==> config.mk <==
export PLATFORM = sky130hd
export DESIGN_NAME = sram_arbiter
export DESIGN_NICKNAME = d
export VERILOG_FILES = /design/src/rtl/sram_arbiter_pkg.sv /design/src/rtl/sram_arbiter_rr_arb2.sv /design/src/rtl/sram_arbiter.sv
export SDC_FILE = /design/constraint.sdc
export NUM_CORES = 1
export LEC_CHECK = 0
export CAP_MARGIN = 20
export CORE_AREA = 5 5 206 208
export CTS_CLUSTER_SIZE = 25
export DETAILED_ROUTE_END_ITERATION = 10
export DIE_AREA = 0 0 211 213
export PLACE_DENSITY = 0.44
export REMOVE_ABC_BUFFERS = 1
export SLEW_MARGIN = 20
export SYNTH_ARGS = -nofsm -noshare
export SYNTH_HDL_FRONTEND = slang
export SYNTH_SLANG_ARGS = --single-unit
==> constraint.sdc <==
create_clock -name clk -period 1.8 [get_ports clk]
set_clock_uncertainty 0.05 [all_clocks]
set_input_delay 0.45 -clock clk [delete_from_list [all_inputs] [get_ports clk]]
set_output_delay 0.45 -clock clk [all_outputs]
set_load 0.02 [all_outputs]
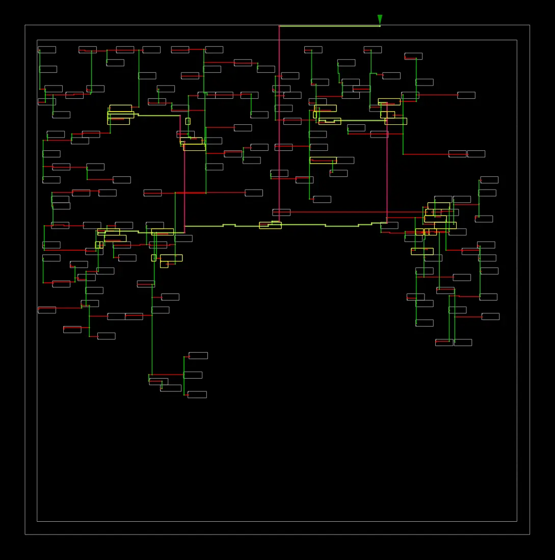
run_1/clock_nets.png
clock buf count: 19
registers: 133
CTS Buf Count: 17

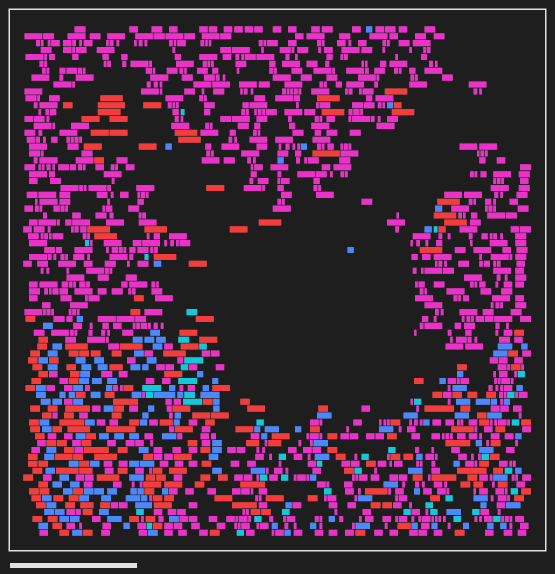
run_1/sizing.png
Scale bar: 50 µm.
- x3 and x4: blue (cells 158)
- x6 and larger: red (cells 208)
- x2: cyan (cells 42)
- x1 and smaller: magenta (cells 1068)
PnR worst setup slack: -702.6 ps
Non-clk bufs: 637

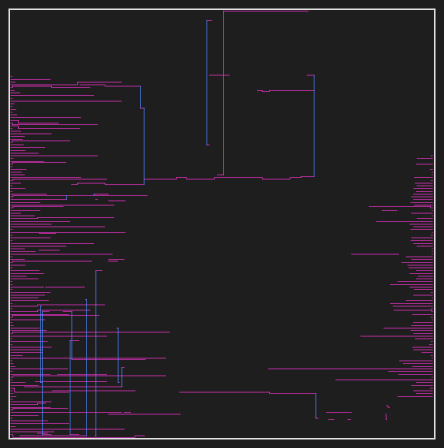
run_1/layers.png
Two of the layers only.
- M4: blue (wire length 615 µm)
- M3: magenta (wire length 4160 µm)
vias: 8551
GRT Resource Usage Total: 18.76%

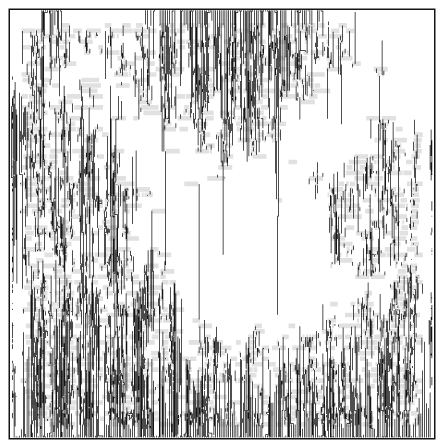
run_1/m2.png
Cells faint in the background.
- main direction: vertical
- share of all routed wire: 48%
WL final: 45.84 mm
GR Util met2: 31.65%

==> impl_metrics.yaml, run 1 <==
# synthesis and place-and-route metrics
status:
  violations: "negative setup slack"
  outcome: "complete, but fails checks"
final_layout:
  comb_area_share_pct: 26.41
  fillers: 4149
  final_nets: 1734
  fin_area_mm2: 0.01539
  final_util_pct: 38.13
drt:
  route.detailed.drc: 0
  route.met3.wl_mm: 4.156
  dr.pass1.iters: 7
  wl_met1_mm: 18.95
  avgViaCountPerCell: 4.250
  routedWlPerCell_um: 22.78
  route.met2.wl_mm: 22.10
  routed.top_layer: "met5"
sta:
  max-slew-margin-rel_pct: 58.45
  finalSetupViolCount: 143
  max_slew.worst_pin.slew_ps: 623.3
  fin_hold_ws_ps: 396.0
  tns_ps: -79760
  drv_slew: 0
  fin_ws_ps: -702.6
logic_synthesis:
  ys.flops: 133
  synth.cellmix.simpleShare_pct: 35.15
  synth_adder_area_share_pct: 0
  largest_area_cell: "dfxtp_1"
  synthCells: 896
  aoi_share_pct: 16.33
  ys_cells: 896
setup_path:
  cp-end-kind: "output port"
  r2r_cells: 5
  critPathLaunchType: "flop"
  worst_path_max_delay_cell: "dfxtp_2"
  crit_required_ps: 1300
  critPathMaxStageDelay_ps: 330
  worstPathCellList: "nor4_4, buf_4, o21ai_4, buf_12, bufbuf_16, buf_6, a21oi_2, buf_6"
  crit_arrival_ps: 2000
power:
  power.total_mw: 11.49
  power_density_mw_per_mm2: 746.7
  p_leak_nw: 7.934
floorplan:
  die_x_um: 211
place:
  placed_cell_area_mm2: 0.01255
clocking:
  cts_buffer_depth: 2
-- run 1: what timing repair did --
action / CTS / global route
cloned: 13 / 12
gates resized: 726 / 257
pin swaps: 15 / 4
buffers inserted: 25 / 8
endpoints found under the setup margin: 271 / 273
hold buffers: 0 / 0
-- run 1: critical path, delay by kind of cell, from the launching register on --
family / cells / cell delay (ps)
buf+inv: 5 / 840
compound gates: 2 / 180
simple gates: 1 / 230
flops: 1 / 330
-- run 1: cells by family after synthesis --
group / after synthesis
flops: 133
compound gates: 202
simple gates: 471
buf+inv: 90
-- run 1: report_power, final --
group	total (mW)	internal, mW	switching, mW
Sequential	3.29	3.17	0.121
Combinational	4.75	2.42	2.33
Clock	3.46	2.04	1.42
Total	11.5	7.63	3.87
-- run 1: cell usage in the layout, fill, tap and decap left out, types with 2 or more instances in the layout --
cell type / n
clkbuf_16: 26
buf_4: 54
buf_8: 7
diode_2: 4
buf_6: 129
dfxtp_1: 128
buf_16: 8
nand2_2: 2
nand2b_1: 3
dfxtp_2: 4
bufbuf_16: 3
a21oi_4: 26
or3b_2: 2
clkinv_2: 4
inv_6: 2
and3_4: 68
bufinv_16: 2
nand3b_1: 64
clkdlybuf4s50_1: 266
nor3b_2: 3
clkinv_4: 3
dlymetal6s2s_1: 128
and3_1: 4
buf_12: 31
a21oi_2: 26
nand2_1: 319
inv_1: 2
nor4_1: 2
clkbuf_1: 2
a21oi_1: 142
-- run 1: cell usage after synthesis (all sizes together), types with 2 or more instances --
library cell,number
or3b,2
dfxtp,133
nand3b,64
a21oi,194
clkbuf,47
nor3b,3
nor4,3
buf,41
inv,2
nand2b,3
nand2,321
and3,72
==> run 2: changes to the inputs <==
CORE_AREA = 5 5 209 211   (was 5 5 206 208)
DIE_AREA = 0 0 214 216   (was 0 0 211 213)
PLACE_DENSITY = 0.43   (was 0.44)
==> run 2 against run 1 <==
  * The flow still finishes with violations (negative setup slack)
  * Sequential share of layout area rose by 0.39 points
  * Largest cell class unchanged
  * Critical path type unchanged
  * First-iteration DRC count fell by 9.9%
  * Fmax fell by 0.26%
  * Largest power group unchanged
  * Critical endpoint is now sram_addr[47]
  * Die size rose by 2.9%
==> impl_metrics.yaml, run 2 <==
# synthesis and place-and-route metrics
logic_synthesis:
  synth_adder_area_share_pct: 0
  yosysMostFrequentCell: "nand2_1"
  synthCells: 896
  ys_cells: 896
  synth.top_cells.by_count: "nand2_1 (321), a21oi_1 (194), dfxtp_1 (133)"
  ys.flops: 133
  largest_area_cell: "dfxtp_1"
  synth.cellmix.simpleShare_pct: 35.15
final_layout:
  final_util_pct: 36.28
  mostFrequentLayoutCells: "nand2_1 (320), clkdlybuf4s50_1 (266), a21oi_1 (133)"
  fin_area_mm2: 0.01508
  layout_top_cell: "nand2_1"
sta:
  drv_slew: 0
  tns_ps: -85410
  fin_hold_ws_ps: 397.0
  finalSetupViolCount: 142
  fin_ws_ps: -709.1
  max-slew-margin-rel_pct: 51.39
drt:
  avgViaCountPerCell: 4.243
  dr.pass1.iters: 4
setup_path:
  cp-end-kind: "output port"
  crit_arrival_ps: 2010
  critPathLaunchType: "flop"
place:
  placed_cell_area_mm2: 0.01284
power:
  power_density_mw_per_mm2: 787.0
  p_leak_nw: 6.259
  power.total_mw: 11.87
status:
  violations: "negative setup slack"
  outcome: "complete, but fails checks"
floorplan:
  die_x_um: 214
run 2: cell types whose count changed in the layout (fill, tap and decap cells not counted), moves of 3 or more:
cell | previous run | this run
clkbuf_16 | 26 | 20
buf_12 | 31 | 42
a21oi_1 | 142 | 133
a21oi_2 | 26 | 15
bufbuf_16 | 3 | 0
buf_16 | 8 | 3
and3_4 | 68 | 59
and3_1 | 4 | 13
dlygate4sd2_1 | 1 | 129
buf_4 | 54 | 68
dlymetal6s2s_1 | 128 | 0
bufinv_16 | 2 | 5
a21oi_4 | 26 | 46
run 2: what timing repair did:
item	in CTS	in global routing
buffers inserted	25	15
gates cloned	4	4
hold buffers	0	0
endpoints found under the setup margin	354	143
endpoints found under the hold margin	0	0
pin swaps	13	3
gates resized	864	106
run 2: power breakdown:
| part | total, mW | internal, mW | switching, mW | leakage, nW |
|---|---|---|---|---|
| Combinational | 4.70 | 2.30 | 2.40 | 4.87 |
| Sequential | 3.29 | 3.17 | 0.115 | 1.08 |
| Clock | 3.88 | 2.46 | 1.42 | 0.307 |
run 2: routing by layer:
layer	up-vias	GRT usage, %	part of all wire, %	wire length [µm]
met2	313	33.29	49	23170
met3	44	7.147	8.0	3830
met4	4	3.028	1.3	605
met5	-	0	0.044	21
met1	4090	24.10	42	20050
li1	4149	-	-	-
run 2: worst max-delay path: stages, from the launching register on:
cell     delay, ps
dfxtp_4        350
nor4_4         280
buf_6          170
o21ai_4        110
buf_8          140
buf_12         140
a21oi_4        150
buf_6          130
buf_12         100
run 2: cell type report:
class	instances	share of cell area, %
Clock inverter	13	1.369
Inverter	2	0.04978
Antenna cell	2	0.03318
Timing Repair Buffer	645	45.33
Tap cell	539	4.472
Multi-Input combinational cell	674	28.13
Sequential cell	133	17.75
Clock buffer	19	2.870
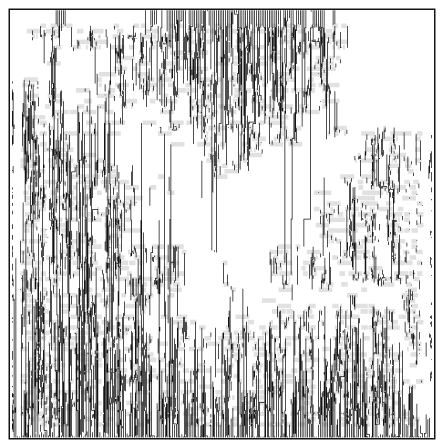
run_2/m2.png
Cells faint in the background.
- longest straight run: 110 µm
- share of all routed wire: 49%
- nets with wire on the layer: 1459
- main direction: vertical
- wire length on this layer: 23.2 mm
vias: 8600
WL final: 47.68 mm
GR Util met2: 33.29%

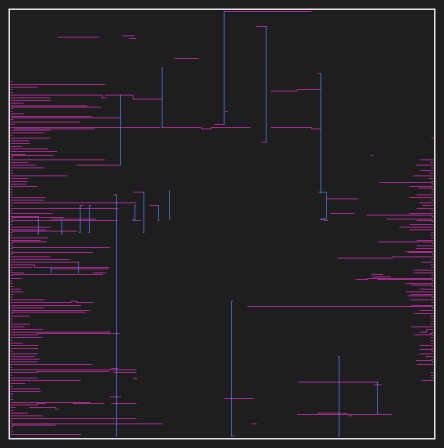
run_2/layers.png
Two of the layers only.
- M3: magenta (wire length 3830 µm)
- M4: blue (wire length 606 µm)
drt wl/cell: 23.52 µm
GRT Resource Usage Total: 19.49%

No activity file was given, so power comes from the tool's default toggle rates.
